--- src/rtl/mem_access_controller_pkg.sv ---
// mem_access_controller_pkg: funct3 encodings, FSM states and access-size helpers
package mem_access_controller_pkg;

  localparam logic [2:0] F3_B  = 3'b000;
  localparam logic [2:0] F3_H  = 3'b001;
  localparam logic [2:0] F3_W  = 3'b010;
  localparam logic [2:0] F3_BU = 3'b100;
  localparam logic [2:0] F3_HU = 3'b101;

  typedef logic [1:0] state_t;
  localparam state_t ST_IDLE = 2'd0;
  localparam state_t ST_WAIT = 2'd1;
  localparam state_t ST_DONE = 2'd2;

  typedef enum logic [1:0] {
    SZ_BYTE = 2'd0,
    SZ_HALF = 2'd1,
    SZ_WORD = 2'd2,
    SZ_BAD  = 2'd3
  } access_size_t;

  function automatic access_size_t size_of(input logic [2:0] f3);
    return access_size_t'(f3[1:0]);
  endfunction

  // Loads accept the unsigned variants; stores only B/H/W.
  function automatic logic f3_legal(input logic [2:0] f3, input logic is_load);
    return is_load ? (f3 inside {F3_B, F3_H, F3_W, F3_BU, F3_HU}) : (f3 inside {F3_B, F3_H, F3_W});
  endfunction

endpackage

--- src/rtl/mem_access_controller_load_formatter.sv ---
// mem_access_controller_load_formatter: extracts and sign/zero extends a load from the raw memory word
module mem_access_controller_load_formatter
  import mem_access_controller_pkg::*;
(
  input  logic [2:0]  i_funct3,
  input  logic [1:0]  i_lane,
  input  logic [31:0] i_rdata,
  output logic [31:0] o_data
);

  logic [7:0]  w_byte;
  logic [15:0] w_half;

  always_comb begin
    w_byte = i_rdata[{i_lane, 3'b000} +: 8];
    w_half = i_lane[1] ? i_rdata[31:16] : i_rdata[15:0];
    o_data = (i_funct3 == F3_B)  ? {{24{w_byte[7]}}, w_byte} :
             (i_funct3 == F3_BU) ? {24'd0, w_byte} :
             (i_funct3 == F3_H)  ? {{16{w_half[15]}}, w_half} :
             (i_funct3 == F3_HU) ? {16'd0, w_half} : i_rdata;
  end

endmodule

--- src/rtl/mem_access_controller.sv ---
// mem_access_controller: MEM-stage req/ack memory port driver with pipeline stall,
// load formatting and store lane replication.
module mem_access_controller
  import mem_access_controller_pkg::*;
#(
  parameter int data_bits      = 32,
  parameter int timeout_cycles = 16
) (
  input  logic                 clk,
  input  logic                 rst,
  input  logic                 valid_in,
  input  logic                 mem_read_in,
  input  logic                 mem_write_in,
  input  logic [2:0]           funct3_in,
  input  logic [data_bits-1:0] alu_result_in,
  input  logic [data_bits-1:0] store_data_in,
  output logic                 mem_req,
  output logic                 mem_we,
  output logic [data_bits-1:0] mem_addr,
  output logic [data_bits-1:0] mem_wdata,
  output logic [3:0]           mem_be,
  input  logic                 mem_ack,
  input  logic [data_bits-1:0] mem_rdata,
  output logic                 stall_out,
  output logic [data_bits-1:0] data_memory_out,
  output logic                 access_fault_out,
  output logic                 bus_error_out
);

  localparam int cnt_w = $clog2(timeout_cycles + 1);

  state_t               r_state;
  logic [cnt_w-1:0]     r_cnt;
  logic                 r_is_load;
  logic [2:0]           r_funct3;
  logic [1:0]           r_lane;
  logic                 r_req;
  logic                 r_we;
  logic [data_bits-1:0] r_addr;
  logic [data_bits-1:0] r_wdata;
  logic [data_bits-1:0] r_dout;
  logic [3:0]           r_be;
  logic                 r_bus_err;

  access_size_t         w_size;
  logic [1:0]           w_lane;
  logic                 w_access;
  logic                 w_legal;
  logic                 w_aligned;
  logic                 w_start;
  logic                 w_fault;
  logic [data_bits-1:0] w_wdata;
  logic [3:0]           w_be;
  logic [data_bits-1:0] w_ld;

  always_comb begin
    w_size    = size_of(funct3_in);
    w_lane    = alu_result_in[1:0];
    w_access  = valid_in & (mem_read_in | mem_write_in) & ~rst;
    w_legal   = f3_legal(funct3_in, mem_read_in);
    w_aligned = (w_size == SZ_WORD) ? (w_lane == 2'b00) : (w_size == SZ_HALF) ? ~w_lane[0] : 1'b1;
    w_start   = (r_state == ST_IDLE) & w_access & w_legal & w_aligned;
    w_fault   = (r_state == ST_IDLE) & w_access & ~(w_legal & w_aligned);
    w_wdata   = (w_size == SZ_BYTE) ? {4{store_data_in[7:0]}} :
                (w_size == SZ_HALF) ? {2{store_data_in[15:0]}} : store_data_in;
    w_be      = (w_size == SZ_BYTE) ? 4'b0001 << w_lane :
                (w_size == SZ_HALF) ? 4'b0011 << {w_lane[1], 1'b0} : 4'b1111;
  end

  mem_access_controller_load_formatter u_load_formatter (
    .i_funct3 (r_funct3),
    .i_lane   (r_lane),
    .i_rdata  (mem_rdata),
    .o_data   (w_ld)
  );

  // The stall covers the accept cycle and all of WAIT; DONE releases the pipeline once.
  always_ff @(posedge clk) begin
    if (rst) begin
      r_state   <= ST_IDLE;
      r_cnt     <= '0;
      r_is_load <= 1'b0;
      r_funct3  <= '0;
      r_lane    <= '0;
      r_req     <= 1'b0;
      r_we      <= 1'b0;
      r_addr    <= '0;
      r_wdata   <= '0;
      r_be      <= '0;
      r_dout    <= '0;
      r_bus_err <= 1'b0;
    end else if (r_state == ST_IDLE) begin
      if (w_start) begin
        r_state   <= ST_WAIT;
        r_cnt     <= '0;
        r_is_load <= mem_read_in;
        r_funct3  <= funct3_in;
        r_lane    <= w_lane;
        r_req     <= 1'b1;
        r_we      <= mem_write_in & ~mem_read_in;
        r_addr    <= {alu_result_in[data_bits-1:2], 2'b00};
        r_wdata   <= w_wdata;
        r_be      <= w_be;
      end else if (w_fault) begin
        r_dout <= '0;
      end
    end else if (r_state == ST_WAIT) begin
      if (mem_ack) begin
        r_state <= ST_DONE;
        r_req   <= 1'b0;
        if (r_is_load) r_dout <= w_ld;
      end else if (r_cnt == cnt_w'(timeout_cycles - 1)) begin
        r_state   <= ST_DONE;
        r_req     <= 1'b0;
        r_bus_err <= 1'b1;
        r_dout    <= '0;
      end else begin
        r_cnt <= r_cnt + 1'b1;
      end
    end else begin
      r_state <= ST_IDLE;
    end
  end

  assign mem_req          = r_req;
  assign mem_we           = r_we;
  assign mem_addr         = r_addr;
  assign mem_wdata        = r_wdata;
  assign mem_be           = r_be;
  assign data_memory_out  = r_dout;
  assign bus_error_out    = r_bus_err;
  assign stall_out        = w_start | ((r_state == ST_WAIT) & ~rst);
  assign access_fault_out = w_fault;

endmodule

--- config.mk ---
export PLATFORM = sky130hd
export DESIGN_NAME = mem_access_controller
export DESIGN_NICKNAME = d
export VERILOG_FILES = /design/src/rtl/mem_access_controller_pkg.sv /design/src/rtl/mem_access_controller_load_formatter.sv /design/src/rtl/mem_access_controller.sv
export SDC_FILE = /design/constraint.sdc
export NUM_CORES = 1
export LEC_CHECK = 0
export CAP_MARGIN = 10
export CORE_MARGIN = 1
export CORE_UTILIZATION = 48
export CTS_CLUSTER_SIZE = 14
export DETAILED_ROUTE_END_ITERATION = 16
export PLACE_DENSITY = 0.85
export SYNTH_ARGS = -nofsm -noshare
export SYNTH_HDL_FRONTEND = slang
export SYNTH_SLANG_ARGS = --single-unit
--- constraint.sdc ---
create_clock -name clk -period 4.4 [get_ports clk]
set_input_delay 0.66 -clock clk [delete_from_list [all_inputs] [get_ports clk]]
set_output_delay 0.66 -clock clk [all_outputs]
set_load 0.02 [all_outputs]
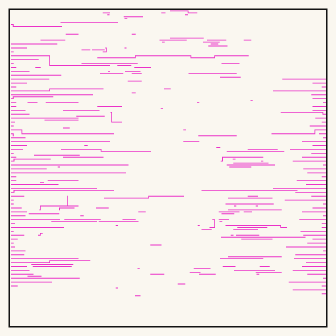
Fig. 1. M3 wires (run 1).
share of all routed wire = 11%
main direction = horizontal
detailed-route via count: 5970
met3 GRT Util: 11.5%

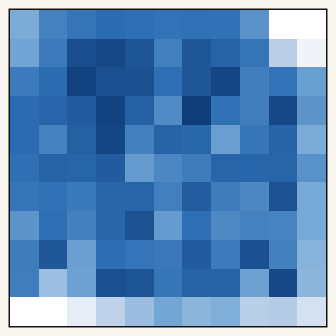
Fig. 2. Placement density heat map (run 1).
The die is cut into 11 by 11 equal tiles; white is low, dark blue is high, 0 to 100% covered.
fullest tile = 95%
mean over tiles = 66%
tiles over 75% full = 38%
nearly empty tiles = 3.3%
end-of-flow core utilization: 72.1%
placeable core region: 11400 um^2
initial cell density of the core: 49.1%

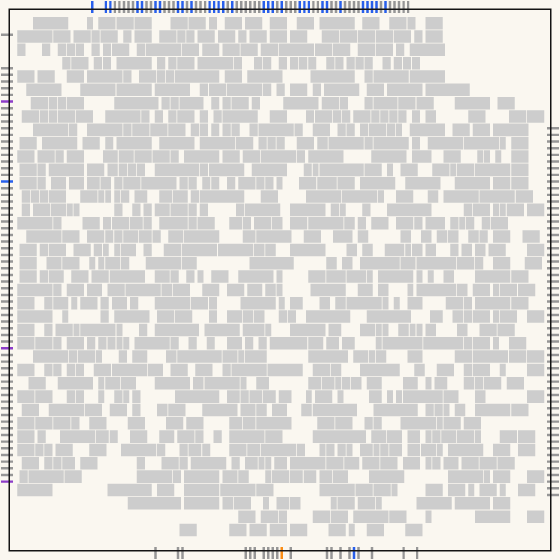
Fig. 3. Ports around the boundary (run 1).
Pins as bars across the die edge, other pins in grey.
orange -> rst  # pins 1, direction input, edge south
purple -> funct3_in  # pins 3, direction input, edge west
blue -> mem_addr  # pins 32, direction output, edge 30 north, 1 south, 1 west
horizontal die dimension: 110 um
number of buffers inserted by port buffering: 207
vertical die dimension: 110 um

==> reports/results.md, run 1 <==
| Result | Reported | Unit |
|---|---|---|
| Final slew viol count | 0 | - |
| Share of cells above drive strength 1 | 7.61 | % |
| Max capacitance violation total | 0 | - |
| Result of the run | finished, final reports clean | - |
| Leading cell types by total area after synthesis | sky130_fd_sc_hd__dfxtp_1 41%, sky130_fd_sc_hd__o21ai_0 7.7%, sky130_fd_sc_hd__a21oi_1 6.3% | - |
| Number of distinct library cell variants in the gate-level netlist after synthesis | 54 | - |
| Worst setup slack for register-to-register paths | 1490 | ps |
| Post CTS Setup Buffer Count | 0 | - |
| Routed length on met1 | 7450 | um |
| Uppermost layer routed | met4 | - |
| Setup TNS after final layout | 0 | ps |
| Number of global-route vias before repair | 5756 | - |
| Category of the critical setup timing path | input pin to primary output | - |
| Dominant cell type by area after synthesis | sky130_fd_sc_hd__dfxtp_1 | - |
| Metal2 WL | 9120 | um |
| FP Rows | 39 | - |
| Count of synthesis-stage warnings from yosys | 0 | - |
| Post-route cell area | 8240 | um^2 |
| Worst supply voltage drop on vdd | 0.243 | mV |
| Sort of element at the end of the critical path | primary output | - |
| Class of the worst hold path | flop to flop | - |
| Synth cell count leaders | 114 x sky130_fd_sc_hd__dfxtp_1, 86 x sky130_fd_sc_hd__o21ai_0, 71 x sky130_fd_sc_hd__a21oi_1 | - |
| Share of flip-flops with an asynchronous set or reset after synthesis | 0 | % |
| Gr ovfl total | 0 | - |
| Post-synthesis register bit count | 114 | - |
| Worst-case headroom to the max-slew limit | 36.9 | % |
| Post-DP Area | 7670 | um^2 |
| Total power | 2.82 | mW |
| Startpoint of the worst hold path | data_memory_out[17] | - |
| CTS Buf Count | 17 | - |
| Cell depth of the worst hold path | 2 | - |
| FILL cells | 865 | - |
| Endpoint of the worst hold path | data_memory_out[17] | - |
| DRT Pass-1 Iters | 5 | - |
| Sink Count | 114 | - |
| Setup crit start kind | input pin | - |
| Most instantiated library cell after synthesis | sky130_fd_sc_hd__dfxtp_1 | - |
| Sequential-to-total area share from yosys stat | 40.7 | % |
| Global-route wire length before repair | 28900 | um |
| Boundary Pins | 210 | - |
| Synthesized instance count | 657 | - |
| Number of remaining DRC errors | 0 | - |
| Post-DRT Antenna Nets | 0 | - |
| Post-synth top area share | 40.7 | % |
| Crit path required time | 3740 | ps |
[run 1: worst max-delay path, cell delays in order]
cell	delay, ps
sky130_fd_sc_hd__clkdlybuf4s50_1	570
sky130_fd_sc_hd__nor2_1	110
sky130_fd_sc_hd__or3_2	740
sky130_fd_sc_hd__nor2_1	310
sky130_fd_sc_hd__clkdlybuf4s50_1	660
[run 1: cell usage in the layout (no fill, tap or decap), types with 10 or more instances in the layout]
cell type                         Yosys  final
sky130_fd_sc_hd__o21ai_0             86     86
sky130_fd_sc_hd__nand3_1             45     45
sky130_fd_sc_hd__nor2_1              30     30
sky130_fd_sc_hd__nor3b_1             10     10
sky130_fd_sc_hd__nor2b_1             13     13
sky130_fd_sc_hd__a21oi_1             71     70
sky130_fd_sc_hd__mux2i_1             35     35
sky130_fd_sc_hd__buf_4                3     12
sky130_fd_sc_hd__nand2_1             45     45
sky130_fd_sc_hd__clkdlybuf4s50_1      0    206
sky130_fd_sc_hd__o2111ai_1           14     14
sky130_fd_sc_hd__clkbuf_16            0     17
sky130_fd_sc_hd__a311oi_1            11     11
sky130_fd_sc_hd__dfxtp_1            114    114
sky130_fd_sc_hd__and2_1              17     17
[run 1: final cells by class]
type / count / area [um^2] / share of cell area, %
well taps: 143 / 179 / 2.17
clock buffers: 21 / 460 / 5.59
clock inverters: 10 / 110 / 1.34
multi-input cells: 471 / 3030 / 36.7
repair buffers: 219 / 2160 / 26.2
inverters: 6 / 22.5 / 0.273
flip-flops and latches: 114 / 2280 / 27.7
[run 1: power by group]
part | switching, mW | internal [mW] | leakage, nW
sequential | 0.0181 | 1.06 | 0.922
combinational | 0.223 | 0.188 | 1.77
clock | 0.476 | 0.855 | 0.282
[run 1: how the worst max path moves through the flow]
stage / to / start
after global routing: access_fault_out / mem_read_in
after CTS: access_fault_out / mem_read_in
final: access_fault_out / mem_read_in
after global placement: access_fault_out / mem_read_in
after detailed placement: access_fault_out / mem_read_in
after floorplan: access_fault_out / alu_result_in[0]
[run 1: per-stage QoR]
| stage | worst slack (ps) | hold slack, ps | cells |
|---|---|---|---|
| global placement | 722 | 445 | 953 |
| floorplan | 1920 | 454 | 658 |
| finish | 685 | 460 | 984 |
| detailed placement | 717 | 453 | 953 |
| CTS | 711 | 460 | 984 |
| global route | 639 | 485 | 984 |
[run 1: sequential cells by signal, summed over array words and instances (netlist names)]
register / cells
bus_error_out: 1
data_memory_out: 32
mem_addr: 30
mem_be: 4
mem_req: 1
mem_wdata: 32
mem_we: 1
r_cnt: 5
r_funct3: 3
r_is_load: 1
r_lane: 2
r_state: 2
[run 1: cells by family after synthesis]
family	after synthesis	synth area share [%]
fa+ha+maj	2	0.446
xor+xnor	3	0.468
flops	114	40.7
compound gates	224	24.3
buf+inv	73	5.82
simple gates	190	17.3
other cells	1	0.0668
mux	50	10.9
[run 1: per-layer routing]
layer | up-vias | global-route usage, %
met1 | 2830 | 36.4
met3 | 48 | 11.5
li1 | 2751 | -
met4 | 0 | 14.1
met2 | 341 | 51.8
met5 | - | 0
Fig. 4: run 1, clock distribution
The bar under the picture is 20 um long.
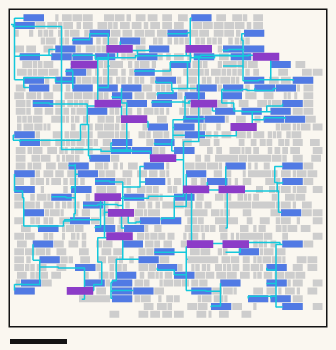

## Run 2: what changed since run 1
- CORE_UTILIZATION: 48 -> 45
- PLACE_DENSITY: 0.85 -> 0.8
- clock period: 4.4 -> 3.6 ns (I/O delays scaled with it)
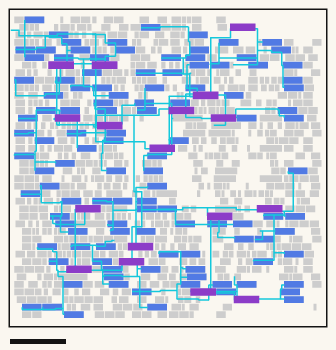
Fig. 5. Clock distribution (run 2).
The bar under the picture is 20 um long.
blue -> flip-flops  # count 114
cyan -> clock wires  # length 1540 um
purple -> clock-net drivers  # count 17
routed clock nets = 18
power in the clock group: 1.79 mW
source-to-sink clock delay at the later pin of the worst-skew pair: 420 ps

==> reports/results.md, run 2 <==
| Result | Reported | Unit |
|---|---|---|
| Worst supply voltage drop on vdd | 0.306 | mV |
| Gr ovfl total | 0 | - |
| Sink Count | 114 | - |
| Post-synthesis register bit count | 114 | - |
| Count of synthesis-stage warnings from yosys | 0 | - |
| Synthesized instance count | 657 | - |
| FP Rows | 40 | - |
| Vertical die dimension | 114 | um |
| Most frequently placed logic cell in the final layout | sky130_fd_sc_hd__clkdlybuf4s50_1 | - |
| Post-synth top area share | 40.7 | % |
| Final slew viol count | 0 | - |
| Worst-case headroom to the max-slew limit | 40.9 | % |
| Result of the run | finished, final reports clean | - |
| Setup crit start kind | input pin | - |
| Share of flip-flops with an asynchronous set or reset after synthesis | 0 | % |
| Number of buffers inserted by port buffering | 207 | - |
| Sequential-to-total area share from yosys stat | 40.7 | % |
| DRT Pass-1 Iters | 5 | - |
| Initial cell density of the core | 46.5 | % |
| Leading cell types by total area after synthesis | sky130_fd_sc_hd__dfxtp_1 41%, sky130_fd_sc_hd__o21ai_0 7.7%, sky130_fd_sc_hd__a21oi_1 6.3% | - |
| Global-route wire length before repair | 29000 | um |
| CTS Buf Count | 17 | - |
| Sort of element at the end of the critical path | primary output | - |
| Dominant cell type by area after synthesis | sky130_fd_sc_hd__dfxtp_1 | - |
| Boundary Pins | 210 | - |
| Top logic cells by instance count in the layout | 206 x sky130_fd_sc_hd__clkdlybuf4s50_1, 114 x sky130_fd_sc_hd__dfxtp_1, 86 x sky130_fd_sc_hd__o21ai_0 | - |
| Crit path required time | 3060 | ps |
| Most instantiated library cell after synthesis | sky130_fd_sc_hd__dfxtp_1 | - |
| FILL cells | 966 | - |
| Non-filler cells in the finished layout | 1013 | - |
| Number of cell instances on the worst register-to-register path | 6 | - |
| Worst setup slack for register-to-register paths | 1230 | ps |
| Metal2 WL | 8900 | um |
| Number of global-route vias before repair | 5587 | - |
| Setup TNS after final layout | 0 | ps |
| Number of distinct library cell variants in the gate-level netlist after synthesis | 54 | - |
| Synth cell count leaders | 114 x sky130_fd_sc_hd__dfxtp_1, 86 x sky130_fd_sc_hd__o21ai_0, 71 x sky130_fd_sc_hd__a21oi_1 | - |
| Number of remaining DRC errors | 0 | - |
| End-of-flow core utilization | 69.2 | % |
| Detailed-route via count | 5893 | - |
| Share of cells above drive strength 1 | 8.05 | % |
| Placeable core region | 12100 | um^2 |
| Min cycle time layout | 3080 | ps |
| Category of the critical setup timing path | input pin to primary output | - |
| FF+latch area | 2280 | um^2 |
| Class of the worst hold path | flop to flop | - |
| Max capacitance violation total | 0 | - |
## run 2: cell counts after synthesis
Identical to the previous run, type by type.
## run 2: kinds of logic (layout without fill, tap and decap cells)
kind of cell / count (synthesis) / count (layout) / share of synthesized area [%]
AND-OR/OR-AND: 224 / 224 / 24.3
AND/OR/NAND/NOR: 190 / 190 / 17.3
flip-flops: 114 / 114 / 40.7
buffers and inverters: 73 / 260 / 5.82
multiplexers: 50 / 50 / 10.9
XOR/XNOR: 3 / 3 / 0.468
adder cells (fa/ha/maj): 2 / 2 / 0.446
other: 1 / 2 / 0.0668
## run 2: how the worst min path moves through the flow
stage | start | to | cells past startpoint
2_1_floorplan | r_is_load | r_is_load | 2
3_3_place_gp | data_memory_out[27] | data_memory_out[27] | 2
3_5_place_dp | data_memory_out[24] | data_memory_out[24] | 2
4_1_cts | data_memory_out[24] | data_memory_out[24] | 2
5_1_grt | data_memory_out[30] | data_memory_out[30] | 2
6_report | data_memory_out[24] | data_memory_out[24] | 2
## run 2: worst max-delay path: stages
cell	delay, ps
sky130_fd_sc_hd__clkdlybuf4s50_1	510
sky130_fd_sc_hd__nor4_1	390
sky130_fd_sc_hd__a21o_2	230
sky130_fd_sc_hd__nand2_2	160
sky130_fd_sc_hd__nand2_1	90
sky130_fd_sc_hd__clkdlybuf4s50_1	590
## run 2: area by class of cell
class | instances | area share [%]
Inverter | 6 | 0.270
Multi-Input combinational cell | 471 | 36.2
Clock buffer | 22 | 5.68
Timing Repair Buffer | 222 | 26.1
Clock inverter | 10 | 1.86
Tap cell | 168 | 2.52
Sequential cell | 114 | 27.3
## run 2: metrics by stage
stage	setup WS [ps]	area (um^2)	hold slack [ps]	power, mW
6_report	524	8350	456	3.60
5_1_grt	401	8350	473	3.72
4_1_cts	527	8350	459	3.62
3_5_place_dp	542	7720	452	1.83
3_3_place_gp	563	7720	447	1.82
2_1_floorplan	1360	5620	454	1.59
## run 2: power breakdown
part / internal, mW / total (mW) / leakage (nW) / switching (mW)
sequential: 1.29 / 1.31 / 0.922 / 0.0220
clock: 1.21 / 1.79 / 0.306 / 0.584
combinational: 0.231 / 0.501 / 1.78 / 0.270
## run 2: metal layers
metal | up-vias | GRT usage (%)
li1 | 2764 | -
met1 | 2806 | 35.2
met2 | 304 | 47.8
met3 | 19 | 10.3
met4 | 0 | 9.91
met5 | - | 0
Fig. 6: run 2, cell placement
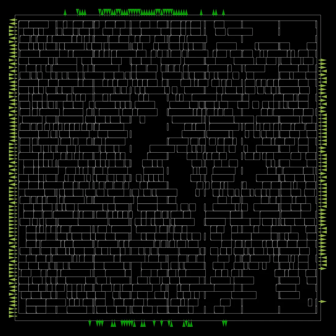

## Run 3: what changed since run 2
- CORE_UTILIZATION: 45 -> 40
- PLACE_DENSITY: 0.8 -> 0.75
- clock period: 3.6 -> 2.5 ns (I/O delays scaled with it)
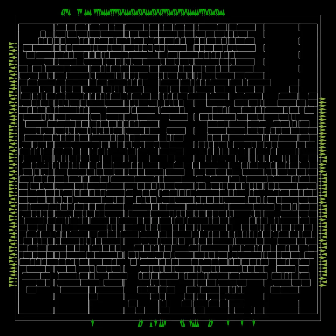
Fig. 7. Cell placement (run 3).
Seq Cell Count: 114
Tapcells: 176
FP Rows: 42

==> reports/results.md, run 3 <==
| Result | Reported | Unit |
|---|---|---|
| Result of the run | finished, final reports clean | - |
| Data arrival time of the worst path | 2040 | ps |
| Boundary Pins | 210 | - |
| Top logic cells by instance count in the layout | 203 x sky130_fd_sc_hd__clkdlybuf4s50_1, 114 x sky130_fd_sc_hd__dfxtp_1, 86 x sky130_fd_sc_hd__o21ai_0 | - |
| Post-place setup slack | -440 | ps |
| Delay contributed by the slowest stage of the critical path | 520 | ps |
| Leading cell types by total area after synthesis | sky130_fd_sc_hd__dfxtp_1 41%, sky130_fd_sc_hd__o21ai_0 7.7%, sky130_fd_sc_hd__a21oi_1 6.3% | - |
| Dominant cell type by area after synthesis | sky130_fd_sc_hd__dfxtp_1 | - |
| Post-DP Area | 7990 | um^2 |
| Initial cell density of the core | 41.7 | % |
| Synthesized instance count | 657 | - |
| Global-route wire length before repair | 30000 | um |
| Number of remaining DRC errors | 0 | - |
| Dominant combinational family | AND-OR/OR-AND gates | - |
| Simple share | 17.3 | % |
| Count of nets after finishing | 965 | - |
| Critical path, cell by cell | or2_4, or3_2, nor2_2, clkdlybuf4s15_2 | - |
| PnR worst setup slack | 80.3 | ps |
| Post-synth top area share | 40.7 | % |
| Synth cell count leaders | 114 x sky130_fd_sc_hd__dfxtp_1, 86 x sky130_fd_sc_hd__o21ai_0, 71 x sky130_fd_sc_hd__a21oi_1 | - |
| Gr ovfl total | 0 | - |
| Horizontal die dimension | 120 | um |
| Number of buffers inserted by port buffering | 207 | - |
| Class of the worst hold path | input pin to flop | - |
| DRT Pass-1 Iters | 5 | - |
| Setup crit start kind | flop | - |
| Setup TNS after final layout | 0 | ps |
| Total power | 5.44 | mW |
| Share of flip-flops with an asynchronous set or reset after synthesis | 0 | % |
| Min cycle time layout | 2420 | ps |
| Placeable core region | 13500 | um^2 |
| Mux cell area share after synthesis | 10.9 | % |
| FF+latch area | 2280 | um^2 |
| Complex-gate fraction of the synthesized area | 24.3 | % |
| Post CTS Setup Buffer Count | 0 | - |
| Source-to-sink clock delay at the later pin of the worst-skew pair | 410 | ps |
| Slew at the pin with the worst max-slew slack | 895 | ps |
| Sequential-to-total area share from yosys stat | 40.7 | % |
| Share of cells above drive strength 1 | 11.1 | % |
| Logic cell area | 3040 | um^2 |
| Post-DRT Antenna Nets | 0 | - |
| Category of the critical setup timing path | flop to primary output | - |
| Slowest library cell on the worst path | sky130_fd_sc_hd__or3_2 | - |
| Worst setup slack for register-to-register paths | 190 | ps |
| Deepest clock path buffer count | 2 | - |
| Number of distinct library cell variants in the gate-level netlist after synthesis | 54 | - |
| Most instantiated library cell after synthesis | sky130_fd_sc_hd__dfxtp_1 | - |
| Most frequently placed logic cell in the final layout | sky130_fd_sc_hd__clkdlybuf4s50_1 | - |
| Max capacitance violation total | 0 | - |
| Post-synthesis register bit count | 114 | - |
| Detailed-route via count | 5967 | - |
| CTS Buf Count | 17 | - |
| Yosys cell count | 657 | - |
| Worst supply voltage drop on vdd | 0.400 | mV |
| Post-Route Hold Slack | 358 | ps |
| Sink Count | 114 | - |
| Worst-case headroom to the max-slew limit | 40.3 | % |
| Sort of element at the end of the critical path | primary output | - |
| Final slew viol count | 0 | - |
| Vertical die dimension | 120 | um |
| FILL cells | 1136 | - |
| Fa+ha+maj area frac | 0.446 | % |
| Crit path required time | 2120 | ps |
| Synth Area in XOR/XNOR | 0.468 | % |
| Count of synthesis-stage warnings from yosys | 0 | - |
## run 3: cell counts after synthesis
Identical to the previous run, type by type.
## run 3: routing by layer
metal | vias to the layer above | routed length, um | track usage (%)
met5 | - | 0 | 0
met4 | 0 | 686 | 14.0
met3 | 54 | 1860 | 8.82
met2 | 313 | 9080 | 43.3
met1 | 2789 | 7850 | 31.3
li1 | 2811 | - | -
## run 3: where the power goes
part / switching (mW) / total, mW / leakage [nW] / internal [mW]
logic: 0.415 / 0.794 / 1.93 / 0.379
clock network: 0.848 / 2.77 / 0.328 / 1.92
registers: 0.0241 / 1.88 / 0.922 / 1.86
total: 1.29 / 5.44 / 3.18 / 4.16
## run 3: worst max-delay path: cells and delay by family (launching register included)
family	cells	cell delay, ps
buffers and inverters	1	290
flip-flops	1	360
AND/OR/NAND/NOR	3	970
## run 3: final cells by class
| class | count | share of cell area [%] |
|---|---|---|
| multi-input cells | 471 | 35.1 |
| repair buffers | 248 | 28.1 |
| flip-flops and latches | 114 | 26.3 |
| clock buffers | 22 | 5.36 |
| well taps | 176 | 2.54 |
| clock inverters | 10 | 2.35 |
| inverters | 6 | 0.260 |
## run 3: cells by family (layout without fill, tap and decap cells)
family | Yosys count | count (layout)
other | 1 | 2
XOR/XNOR | 3 | 3
AND-OR/OR-AND | 224 | 224
adder cells (fa/ha/maj) | 2 | 2
flip-flops | 114 | 114
buffers and inverters | 73 | 286
AND/OR/NAND/NOR | 190 | 190
multiplexers | 50 | 50
## run 3: final timing paths
path,from,to,depth (start not counted)
worst min-delay path,rst,r_state[1],4
worst min register to register,data_memory_out[17],data_memory_out[17],2
worst max register to register,r_cnt[0],data_memory_out[7],9
worst max-delay path,r_state[1],access_fault_out,4
## run 3: per-stage QoR
step | utilization [%] | instances
floorplan | - | 658
CTS | 64.4 | 1047
detailed placement | 59.4 | 1015
global route | 64.4 | 1047
finish | 64.4 | 1047
global placement | 59.4 | 1015
Power is estimated from default activity; no workload was simulated.
